m3.png
Drawn at 4 px/um.
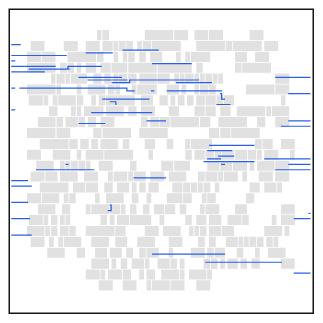
ff_map.png
Drawn at 6 px/um. Other sequential cells in the stronger gray, the rest of the logic in the fainter gray.
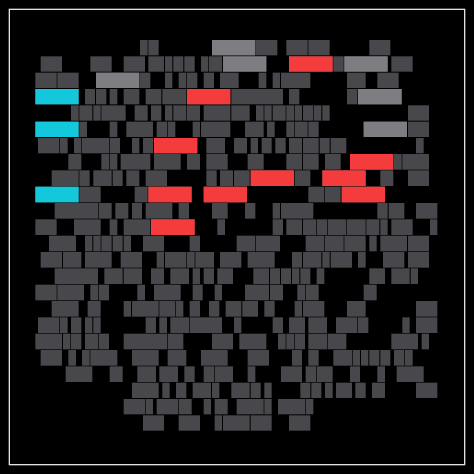
layers.png
Drawn at 6 px/um. Only two layers are drawn.
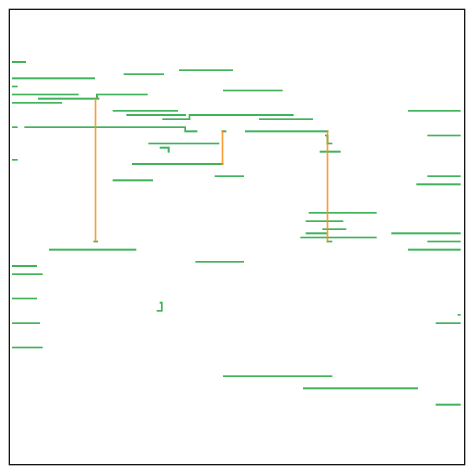
m1.png
Drawn at 8 px/um. Supply wires on this layer in gray.
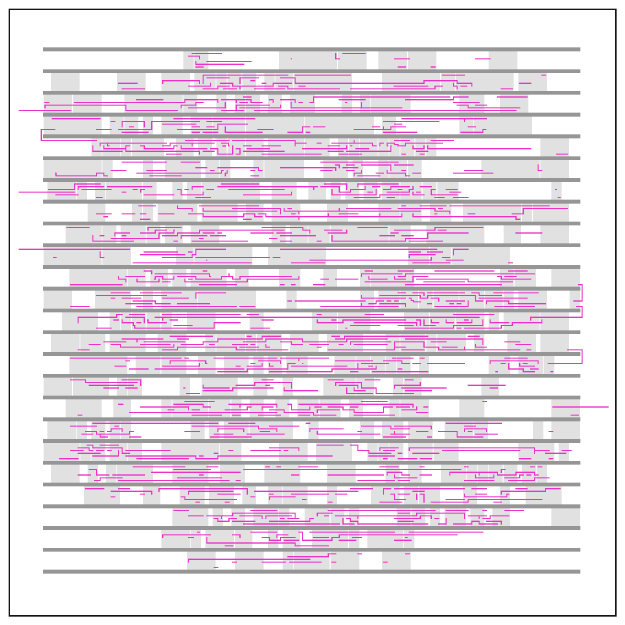
congestion_map.png
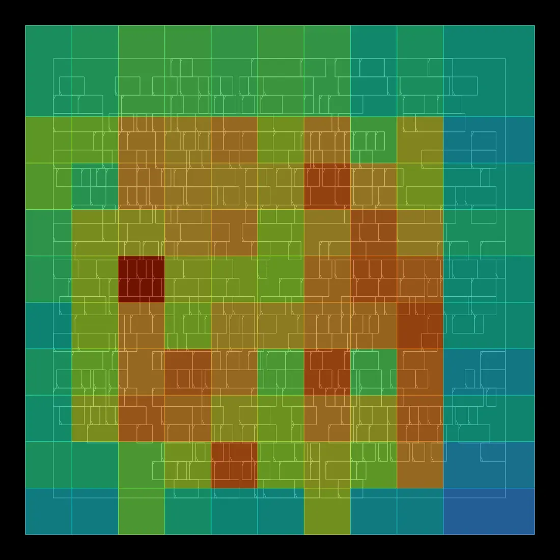
`config.mk`:
```
export PLATFORM = sky130hd
export DESIGN_NAME = coin_credit_engine
export DESIGN_NICKNAME = d
export VERILOG_FILES = /design/src/rtl/coin_credit_engine.sv
export SDC_FILE = /design/constraint.sdc
export NUM_CORES = 1
export LEC_CHECK = 0
export ABC_CLOCK_PERIOD_IN_PS = 10850
export CAP_MARGIN = 20
export CORE_MARGIN = 4
export CORE_UTILIZATION = 53
export CTS_CLUSTER_DIAMETER = 40
export DETAILED_ROUTE_END_ITERATION = 10
export PLACE_DENSITY_LB_ADDON = 0.15
export SLEW_MARGIN = 25
export SYNTH_ARGS = -nofsm -noshare
export SYNTH_HDL_FRONTEND = slang
export SYNTH_SLANG_ARGS = --single-unit
```
`constraint.sdc`:
```
create_clock -name clk -period 10.85 [get_ports clk]
set_clock_uncertainty 0.15 [all_clocks]
set_input_delay 2.17 -clock clk [delete_from_list [all_inputs] [get_ports clk]]
set_output_delay 2.17 -clock clk [all_outputs]
set_load 0.02 [all_outputs]
```
`src/rtl/coin_credit_engine.sv`:
```
// Coin credit engine: accumulates coin credit, services vend/refund requests and
// returns change coin-by-coin. Optional idle auto-refund under CREDIT_TIMEOUT_EN.
module coin_credit_engine #(
  parameter int                         NUM_COINS      = 3,
  parameter logic [8*NUM_COINS-1:0]     COIN_VALUES    = 24'h190A05,
  parameter int                         CREDIT_W       = 10,
  parameter int                         MAX_CREDIT     = 1000,
  parameter int                         TIMEOUT_CYCLES = 1000000
) (
  input  logic                 clk,
  input  logic                 rst,
  input  logic [NUM_COINS-1:0] coin_in,
  input  logic                 vend_req,
  input  logic [CREDIT_W-1:0]  price,
  input  logic                 refund_req,
  input  logic                 change_ready,
  output logic [CREDIT_W-1:0]  credit,
  output logic                 vend_ok,
  output logic                 vend_deny,
  output logic                 coin_reject,
  output logic [NUM_COINS-1:0] change_out,
  output logic                 change_done,
  output logic                 busy
);

  localparam int SW = CREDIT_W + 2;

  typedef enum logic {IDLE = 1'b0, CHANGE = 1'b1} state_t;

  state_t               state_r;
  logic [CREDIT_W-1:0]  credit_r;
  logic                 vend_ok_r;
  logic                 vend_deny_r;
  logic                 coin_reject_r;
  logic [NUM_COINS-1:0] change_out_r;
  logic                 change_done_r;
  logic                 busy_r;

  logic [SW-1:0]        credit_ext_s;
  logic [SW-1:0]        sum_s;
  logic [SW-1:0]        total_s;
  logic                 fits_s;
  logic                 pick_any_s;
  logic [NUM_COINS-1:0] pick_onehot_s;
  logic [SW-1:0]        pick_val_s;

`ifdef CREDIT_TIMEOUT_EN
  localparam int TW = $clog2(TIMEOUT_CYCLES + 1);
  logic [TW-1:0] idle_cnt_r;
  logic          idle_s;
`endif

  function automatic logic [SW-1:0] coin_val(input int idx);
    return SW'(COIN_VALUES[8*idx +: 8]);
  endfunction

  // Coin sum, overflow guard and largest-coin selection for change return
  always_comb begin
    credit_ext_s  = SW'(credit_r);
    sum_s         = {SW{1'b0}};
    pick_any_s    = 1'b0;
    pick_onehot_s = {NUM_COINS{1'b0}};
    pick_val_s    = {SW{1'b0}};
    for (int i = 0; i < NUM_COINS; i++) begin
      if (coin_in[i]) begin
        sum_s = sum_s + coin_val(i);
      end else begin
        sum_s = sum_s;
      end
      // Values ascend with index, so the last match is the largest coin that fits.
      if (coin_val(i) <= credit_ext_s) begin
        pick_any_s       = 1'b1;
        pick_onehot_s    = {NUM_COINS{1'b0}};
        pick_onehot_s[i] = 1'b1;
        pick_val_s       = coin_val(i);
      end else begin
        pick_any_s = pick_any_s;
      end
    end
    total_s = credit_ext_s + sum_s;
    fits_s  = (total_s <= SW'(MAX_CREDIT));
  end

`ifdef CREDIT_TIMEOUT_EN
  assign idle_s = (state_r == IDLE) && (credit_r != {CREDIT_W{1'b0}}) &&
                  !(|coin_in) && !vend_req && !refund_req;
`endif

  // Control FSM with registered credit and pulse outputs
  always_ff @(posedge clk) begin
    if (rst) begin
      state_r       <= IDLE;
      credit_r      <= {CREDIT_W{1'b0}};
      vend_ok_r     <= 1'b0;
      vend_deny_r   <= 1'b0;
      coin_reject_r <= 1'b0;
      change_out_r  <= {NUM_COINS{1'b0}};
      change_done_r <= 1'b0;
      busy_r        <= 1'b0;
`ifdef CREDIT_TIMEOUT_EN
      idle_cnt_r    <= {TW{1'b0}};
`endif
    end else begin
      vend_ok_r     <= 1'b0;
      vend_deny_r   <= 1'b0;
      coin_reject_r <= 1'b0;
      change_out_r  <= {NUM_COINS{1'b0}};
      change_done_r <= 1'b0;
      case (state_r)
        IDLE: begin
          if (refund_req) begin
            coin_reject_r <= |coin_in;
            if (credit_r != {CREDIT_W{1'b0}}) begin
              state_r <= CHANGE;
              busy_r  <= 1'b1;
            end else begin
              change_done_r <= 1'b1;
            end
          end else if (vend_req) begin
            coin_reject_r <= |coin_in;
            if (credit_r >= price) begin
              credit_r  <= credit_r - price;
              vend_ok_r <= 1'b1;
            end else begin
              vend_deny_r <= 1'b1;
            end
          end else if (|coin_in) begin
            if (fits_s) begin
              credit_r <= CREDIT_W'(total_s);
            end else begin
              coin_reject_r <= 1'b1;
            end
          end else begin
`ifdef CREDIT_TIMEOUT_EN
            if (idle_s && (idle_cnt_r == TW'(TIMEOUT_CYCLES - 1))) begin
              state_r <= CHANGE;
              busy_r  <= 1'b1;
            end else begin
              state_r <= IDLE;
            end
`else
            state_r <= IDLE;
`endif
          end
        end
        CHANGE: begin
          coin_reject_r <= |coin_in;
          vend_deny_r   <= vend_req;
          // Exit is not gated by change_ready: no coin is dispensed on this cycle.
          if (!pick_any_s) begin
            credit_r      <= {CREDIT_W{1'b0}};
            change_done_r <= 1'b1;
            state_r       <= IDLE;
            busy_r        <= 1'b0;
          end else if (change_ready) begin
            change_out_r <= pick_onehot_s;
            credit_r     <= CREDIT_W'(credit_ext_s - pick_val_s);
          end else begin
            credit_r <= credit_r;
          end
        end
        default: begin
          state_r <= IDLE;
          busy_r  <= 1'b0;
        end
      endcase
`ifdef CREDIT_TIMEOUT_EN
      if (idle_s && (idle_cnt_r != TW'(TIMEOUT_CYCLES - 1))) begin
        idle_cnt_r <= idle_cnt_r + TW'(1);
      end else begin
        idle_cnt_r <= {TW{1'b0}};
      end
`endif
    end
  end

  assign credit      = credit_r;
  assign vend_ok     = vend_ok_r;
  assign vend_deny   = vend_deny_r;
  assign coin_reject = coin_reject_r;
  assign change_out  = change_out_r;
  assign change_done = change_done_r;
  assign busy        = busy_r;

endmodule

```
==> metrics.csv <==
metric,value,unit
comb_cell_power,0.690,mW
die_y,75.6,um
post_cts_buffers,0,
pwr-share-seq,17.4,%
cp_slowest_cell,a311oi_2,
finalHoldViolations,0,
reg2reg_depth,10,
dr.pass1.iters,5,
whs,401,ps
fin_crit,6290,ps
worst_hold_path.endpoint,busy$_SDFFE_PP0P_,
top_area_share,15.7,%
syn2layout_area_growth,13.3,%
ys_cells,313,
arrival,6340,ps
finalSetupViolCount,0,
power.total,0.895,mW
worstSetupPathType,in2reg,
rows,24,
netlist_instances,313,
clock.fmax,159,MHz
synthSimpleGateAreaFrac,23.7,%
yosys.area_share.xor_xnor,4.33,%
fin_area,2750,um2
endpoint,credit[4]$_SDFFE_PP0P_,
status,finished clean,
r2r_start,credit[1]$_SDFFE_PP0P_,
slew_viol_final,0,
whs_path_depth,2,
fin_setup_tns,0,ps
yosysSeqAreaShare,15.7,%
p_int,0.416,mW
logic_family,AND-OR/OR-AND gates,
ys_sh_adder,15.4,%
common_cells,"nor2_1, inv_1, a21oi_1",
cts_tree,built,
synthArstFlopShare,0,%
slowest_delay,670,ps
topCellsByArea,"dfxtp_1, ha_1, nor2_1",
synth-seq-cells,19,
reg2reg_to,credit[4]$_SDFFE_PP0P_,
coreArea,4380,um2
fp_util,55.3,%
-- m3.png (at the start) --
main direction: horizontal
longest straight run: 26.7 um
Via Count: 2362
wirelength, routed: 6260 um
met3 Use GR: 4.09%

-- ff_map.png (at the start) --
| netlist name | color | sequential cells |
|---|---|---|
| change_out | cyan | 3 |
| credit | red | 10 |
not colored: 6

-- layers.png (at the start) --
| layer | color | wire length |
|---|---|---|
| M3 | green | 399 um |
| M4 | orange | 47.6 um |

-- m1.png (at the start) --
wire length on this layer: 2950 um
main direction: horizontal
share of all routed wire: 47%

-- congestion_map.png (at the start) --
routed len/inst: 16.0 um
Layout Utilization: 62.7%
met1 Resource Use GR: 33.7%
total track usage: 23.2%
met2 usage: 36.8%

layer usage:
metal | GRT usage (%) | share of wire [%] | vias to the layer above | wire length (um)
li1 | - | - | 1202 | -
met1 | 33.7 | 47 | 1070 | 2950
met2 | 36.8 | 46 | 84 | 2860
met3 | 4.09 | 6.4 | 6 | 398
met4 | 3.11 | 0.75 | 0 | 47
met5 | 0 | 0 | - | 0
area by class of cell:
class	count	share of cell area [%]
timing repair buffer	35	12.8
inverter	28	3.83
multi-input combinational	252	65.6
tap	52	2.37
sequential	19	13.8
clock buffer	4	1.64
worst max-delay path: cells and delay by family:
| kind | cells | cell delay [ps] |
|---|---|---|
| fa+ha+maj | 2 | 730 |
| buf+inv | 3 | 780 |
| xor+xnor | 1 | 200 |
| simple gates | 4 | 1190 |
| compound gates | 5 | 1290 |
Power and IR drop assume default switching activity.
